$ cat config.mk
export PLATFORM = sky130hd
export DESIGN_NAME = stim_fetch
export DESIGN_NICKNAME = d
export VERILOG_FILES = /design/src/rtl/stim_fetch.sv
export SDC_FILE = /design/constraint.sdc
export NUM_CORES = 1
export LEC_CHECK = 0
export ABC_AREA = 1
export CORE_MARGIN = 5
export CORE_UTILIZATION = 48
export DETAILED_ROUTE_END_ITERATION = 6
export PLACE_DENSITY = 0.72
export SLEW_MARGIN = 20
export SYNTH_ARGS = -nofsm -noshare
export SYNTH_HDL_FRONTEND = slang
export SYNTH_SLANG_ARGS = --single-unit
$ cat constraint.sdc
create_clock -name clock -period 2.35 [get_ports clock]
set_input_delay 0.235 -clock clock [delete_from_list [all_inputs] [get_ports clock]]
set_output_delay 0.235 -clock clock [all_outputs]
set_load 0.03 [all_outputs]
$ cat src/rtl/stim_fetch.sv
// Stimulus fetcher: walks RUN / BITMASK / END records from memory, drives the DUT,
// queues expected results for the checker. Define STIM_VEC_COUNT_EN to add vec_count.
module stim_fetch #(
   parameter int ADDR_WIDTH          = 20,
   parameter int DATA_WIDTH          = 16,
   parameter int VEC_WIDTH           = 24,
   parameter int ORV_WIDTH           = 8,
   parameter int CHF_WIDTH           = VEC_WIDTH + ADDR_WIDTH + ORV_WIDTH,
   parameter int SCC_WIDTH           = 5,
   parameter int SCD_WIDTH           = 24,
   parameter int RESULT_VECTOR_WORDS = 2,
   parameter int SETTLE_WIDTH        = 8
) (
   input  logic                    clock,
   input  logic                    reset_n,
   input  logic                    start,
   input  logic [ADDR_WIDTH-1:0]   vec_base,
   input  logic [ADDR_WIDTH-1:0]   res_base,
   input  logic [SETTLE_WIDTH-1:0] settle_cycles,
   output logic                    busy,
   output logic                    done,
   output logic                    error,
   output logic [ADDR_WIDTH-1:0]   mem_address,
   output logic                    mem_read,
   input  logic [DATA_WIDTH-1:0]   mem_readdata,
   input  logic                    mem_waitrequest,
   output logic [VEC_WIDTH-1:0]    dut_inputs,
   output logic                    capture,
   output logic [CHF_WIDTH-1:0]    cfifo_data,
   output logic                    cfifo_wrreq,
   input  logic                    cfifo_wrfull,
   output logic [SCC_WIDTH-1:0]    sc_cmd,
   output logic [SCD_WIDTH-1:0]    sc_data,
   output logic                    sc_switching,
   input  logic                    sc_ready
`ifdef STIM_VEC_COUNT_EN
   ,output logic [15:0]            vec_count
`endif
);

   typedef enum logic [3:0] {
      S_IDLE, S_FETCH_HDR, S_FETCH_RUN, S_APPLY, S_SETTLE, S_CAPTURE,
      S_PUSH, S_FETCH_MASK, S_WAIT_READY, S_MASK, S_DONE
   } state_t;

   localparam logic [ADDR_WIDTH-1:0] RVW = ADDR_WIDTH'(RESULT_VECTOR_WORDS);

   state_t                  state_q, state_d;
   logic [ADDR_WIDTH-1:0]   addr_q, addr_d;
   logic [ADDR_WIDTH-1:0]   res_base_q, res_base_d;
   logic [ADDR_WIDTH-1:0]   idx_q, idx_d;
   logic [1:0]              wcnt_q, wcnt_d;
   logic [7:0]              hi_q, hi_d;
   logic [VEC_WIDTH-1:0]    in_q, in_d;
   logic [VEC_WIDTH-1:0]    exp_q, exp_d;
   logic [ORV_WIDTH-1:0]    orv_q, orv_d;
   logic [SCD_WIDTH-1:0]    mask_q, mask_d;
   logic [SETTLE_WIDTH-1:0] settle_q, settle_d;
   logic [VEC_WIDTH-1:0]    dut_in_q, dut_in_d;
   logic [CHF_WIDTH-1:0]    cfd_q, cfd_d;
   logic                    err_q, err_d;
   logic                    fetch_st, accept;
   logic [ADDR_WIDTH-1:0]   res_addr;

   assign fetch_st    = (state_q == S_FETCH_HDR) || (state_q == S_FETCH_RUN) ||
                        (state_q == S_FETCH_MASK);
   assign accept      = fetch_st && !mem_waitrequest;
   assign mem_read    = fetch_st;
   assign mem_address = addr_q;
   assign busy        = (state_q != S_IDLE);
   assign error       = err_q;
   assign dut_inputs  = dut_in_q;
   assign cfifo_data  = cfd_q;
   assign res_addr    = res_base_q + idx_q * RVW;

   always_ff @(posedge clock or negedge reset_n) begin
      if (!reset_n) begin
         state_q    <= S_IDLE;
         addr_q     <= '0;
         res_base_q <= '0;
         idx_q      <= '0;
         wcnt_q     <= '0;
         hi_q       <= '0;
         in_q       <= '0;
         exp_q      <= '0;
         orv_q      <= '0;
         mask_q     <= '0;
         settle_q   <= '0;
         dut_in_q   <= '0;
         cfd_q      <= '0;
         err_q      <= 1'b0;
      end else begin
         state_q    <= state_d;
         addr_q     <= addr_d;
         res_base_q <= res_base_d;
         idx_q      <= idx_d;
         wcnt_q     <= wcnt_d;
         hi_q       <= hi_d;
         in_q       <= in_d;
         exp_q      <= exp_d;
         orv_q      <= orv_d;
         mask_q     <= mask_d;
         settle_q   <= settle_d;
         dut_in_q   <= dut_in_d;
         cfd_q      <= cfd_d;
         err_q      <= err_d;
      end
   end

   always_comb begin
      state_d      = state_q;
      addr_d       = addr_q;
      res_base_d   = res_base_q;
      idx_d        = idx_q;
      wcnt_d       = wcnt_q;
      hi_d         = hi_q;
      in_d         = in_q;
      exp_d        = exp_q;
      orv_d        = orv_q;
      mask_d       = mask_q;
      settle_d     = settle_q;
      dut_in_d     = dut_in_q;
      cfd_d        = cfd_q;
      err_d        = err_q;
      done         = 1'b0;
      capture      = 1'b0;
      cfifo_wrreq  = 1'b0;
      sc_cmd       = '0;
      sc_data      = '0;
      sc_switching = 1'b0;

      if (accept) addr_d = addr_q + ADDR_WIDTH'(1);

      case (state_q)
         S_IDLE: begin
            if (start) begin
               addr_d     = vec_base;
               res_base_d = res_base;
               idx_d      = '0;
               err_d      = 1'b0;
               state_d    = S_FETCH_HDR;
            end
         end
         S_FETCH_HDR: begin
            if (accept) begin
               hi_d   = mem_readdata[7:0];
               wcnt_d = '0;
               case (mem_readdata[15:8])
                  8'h80:   state_d = S_FETCH_RUN;
                  8'h01:   state_d = S_FETCH_MASK;
                  8'hFF:   state_d = S_DONE;
                  default: begin
                     err_d   = 1'b1;
                     state_d = S_DONE;
                  end
               endcase
            end
         end
         S_FETCH_RUN: begin
            if (accept) begin
               wcnt_d = wcnt_q + 2'd1;
               case (wcnt_q)
                  2'd0: in_d = {hi_q, mem_readdata};
                  2'd1: exp_d = {mem_readdata, exp_q[7:0]};
                  2'd2: begin
                     exp_d   = {exp_q[23:8], mem_readdata[15:8]};
                     orv_d   = mem_readdata[7:0];
                     state_d = S_APPLY;
                  end
                  default: ;
               endcase
            end
         end
         S_APPLY: begin
            // Checker entry is frozen here so it is stable from CAPTURE through PUSH.
            sc_switching = 1'b1;
            dut_in_d     = in_q;
            settle_d     = settle_cycles;
            cfd_d        = {exp_q, res_addr, orv_q};
            state_d      = S_SETTLE;
         end
         S_SETTLE: begin
            // A zero load behaves like one so SETTLE always lasts at least a cycle.
            if (settle_q <= SETTLE_WIDTH'(1)) state_d = S_CAPTURE;
            else settle_d = settle_q - SETTLE_WIDTH'(1);
         end
         S_CAPTURE: begin
            capture = 1'b1;
            state_d = S_PUSH;
         end
         S_PUSH: begin
            if (!cfifo_wrfull) begin
               cfifo_wrreq = 1'b1;
               idx_d       = idx_q + ADDR_WIDTH'(1);
               state_d     = S_FETCH_HDR;
            end
         end
         S_FETCH_MASK: begin
            if (accept) begin
               mask_d  = {hi_q, mem_readdata};
               state_d = S_WAIT_READY;
            end
         end
         S_WAIT_READY: begin
            if (sc_ready) state_d = S_MASK;
         end
         S_MASK: begin
            sc_cmd  = SCC_WIDTH'(1);
            sc_data = mask_q;
            state_d = S_FETCH_HDR;
         end
         S_DONE: begin
            done    = 1'b1;
            state_d = S_IDLE;
         end
         default: state_d = S_IDLE;
      endcase
   end

`ifdef STIM_VEC_COUNT_EN
   logic [15:0] vcnt_q;
   assign vec_count = vcnt_q;

   always_ff @(posedge clock or negedge reset_n) begin
      if (!reset_n) vcnt_q <= '0;
      else if (start && state_q == S_IDLE) vcnt_q <= '0;
      else if (cfifo_wrreq && vcnt_q != 16'hFFFF) vcnt_q <= vcnt_q + 16'd1;
   end
`endif

endmodule

==> run summary <==
Status = complete, no violations
# Cells Yosys = 1493
Setup_tns = 0 ns
Worst R2R End = cfifo_data[21]
Post-synth EDFFs = 0
Comb area leader = simple AND/OR/NAND/NOR gates
Initial core utilization = 48.42%
AND/OR/NAND/NOR Cells, Area Fraction = 26.68%
Crit path max fanout = 7
Leakage power = 7.299 nW
Post-CTS setup buffer count = 0
Fin area = 14870 um2
Routed wire length = 31.18 mm
Total core area = 24180 um2
Slowest stage delay, CP = 0.65 ns
Max_cap viols = 0
Critical path buffers and inverters = 1
Final RePlAce weighted congestion = 0.8979
Arrival time at the worst endpoint = 2.03 ns
Worst Reg-to-Reg Cells = 13
==> routing by layer <==
layer	wire length [um]	track usage [%]	vias to the layer above
li1	-	-	5105
met1	13880	30.74	4823
met2	14900	37.48	262
met3	1866	4.070	36
met4	524	4.412	2
met5	11	0	-
==> area by class of cell <==
| cell class | count | share of cell area (%) |
|---|---|---|
| sequential | 238 | 40.05 |
| clock buffer | 37 | 5.267 |
| inverter | 174 | 4.401 |
| multi-input combinational | 1029 | 32.44 |
| timing repair buffer | 217 | 14.28 |
| clock inverter | 10 | 0.8414 |
| tap | 324 | 2.726 |
==> timing repair <==
action | 4_1_cts | 5_1_grt
endpoints found under the setup margin | 4 | 5
hold endpoints to repair | 56 | 0
gates resized | 4 | 7
hold buffers | 1 | 0
==> images/floorplan.png <==
Pins as bars on the die edge. Tap cells in grey.
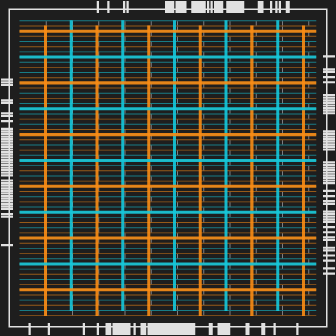
cyan -> VDD
orange -> VSS
rows = 57
met1 rails = 58
tap cells = 324
signal pins = 202
met5 straps = 11

==> images/class_map.png <==
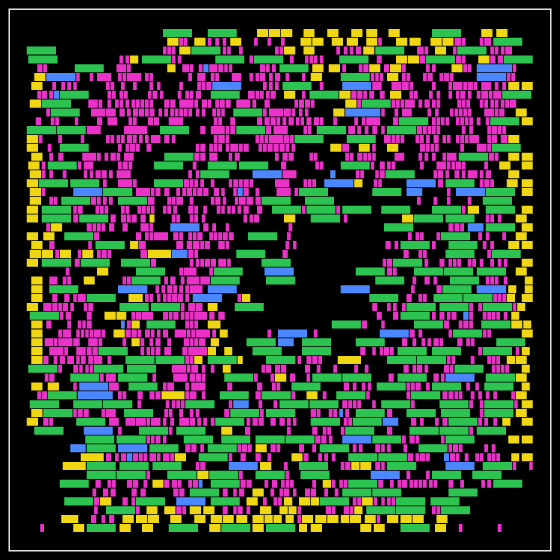
magenta -> remaining logic cells  # cells 1203, share of their area 38%
green -> sequential cells  # cells 238, share of their area 41%
blue -> clock drivers and dummy loads  # cells 47, share of their area 6.3%
yellow -> remaining buffers and delay cells  # cells 217, share of their area 15%

==> images/clock_wires.png <==
Bar = 50 um.
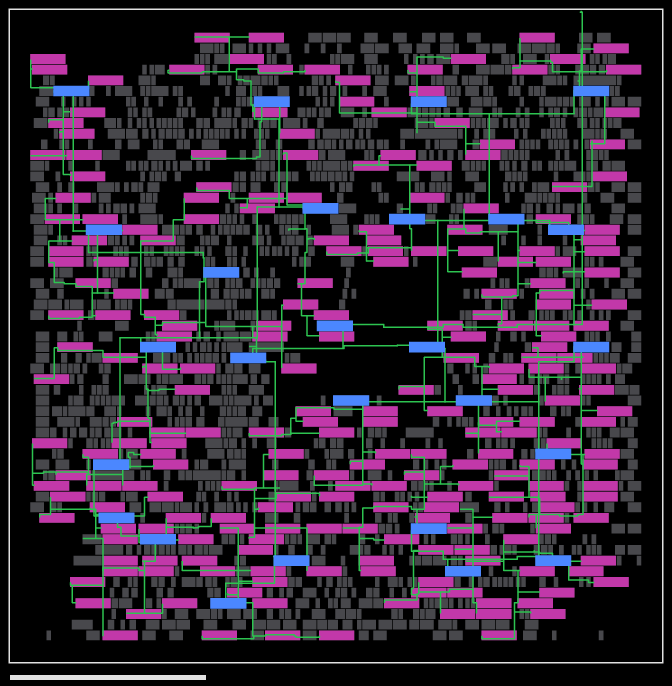
green -> clock wires  # length 3020 um
magenta -> flip-flops  # count 238
blue -> clock-net drivers  # count 26
routed clock nets = 27

==> images/layers.png <==
Bar = 50 um.
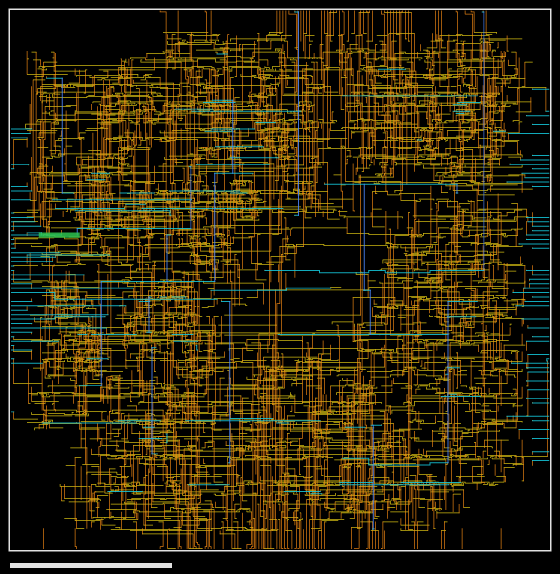
orange -> M2  # wire length 14900 um
yellow -> M1  # wire length 13900 um
cyan -> M3  # wire length 1870 um
green -> M5  # wire length 11.0 um
blue -> M4  # wire length 525 um

==> images/congestion_map.png <==
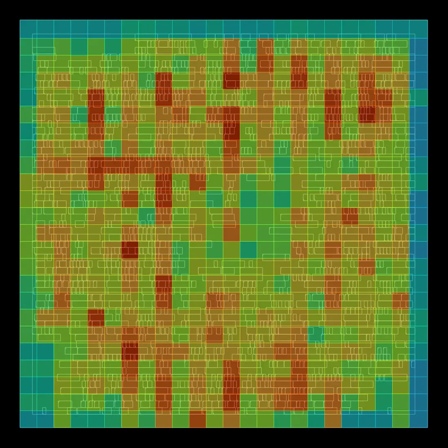
GR Util met2: 37.48%
Tot GR Track Use: 22.34%
final core utilization: 61.51%
layer with the highest usage: met2

No activity file was given, so power comes from the tool's default toggle rates.
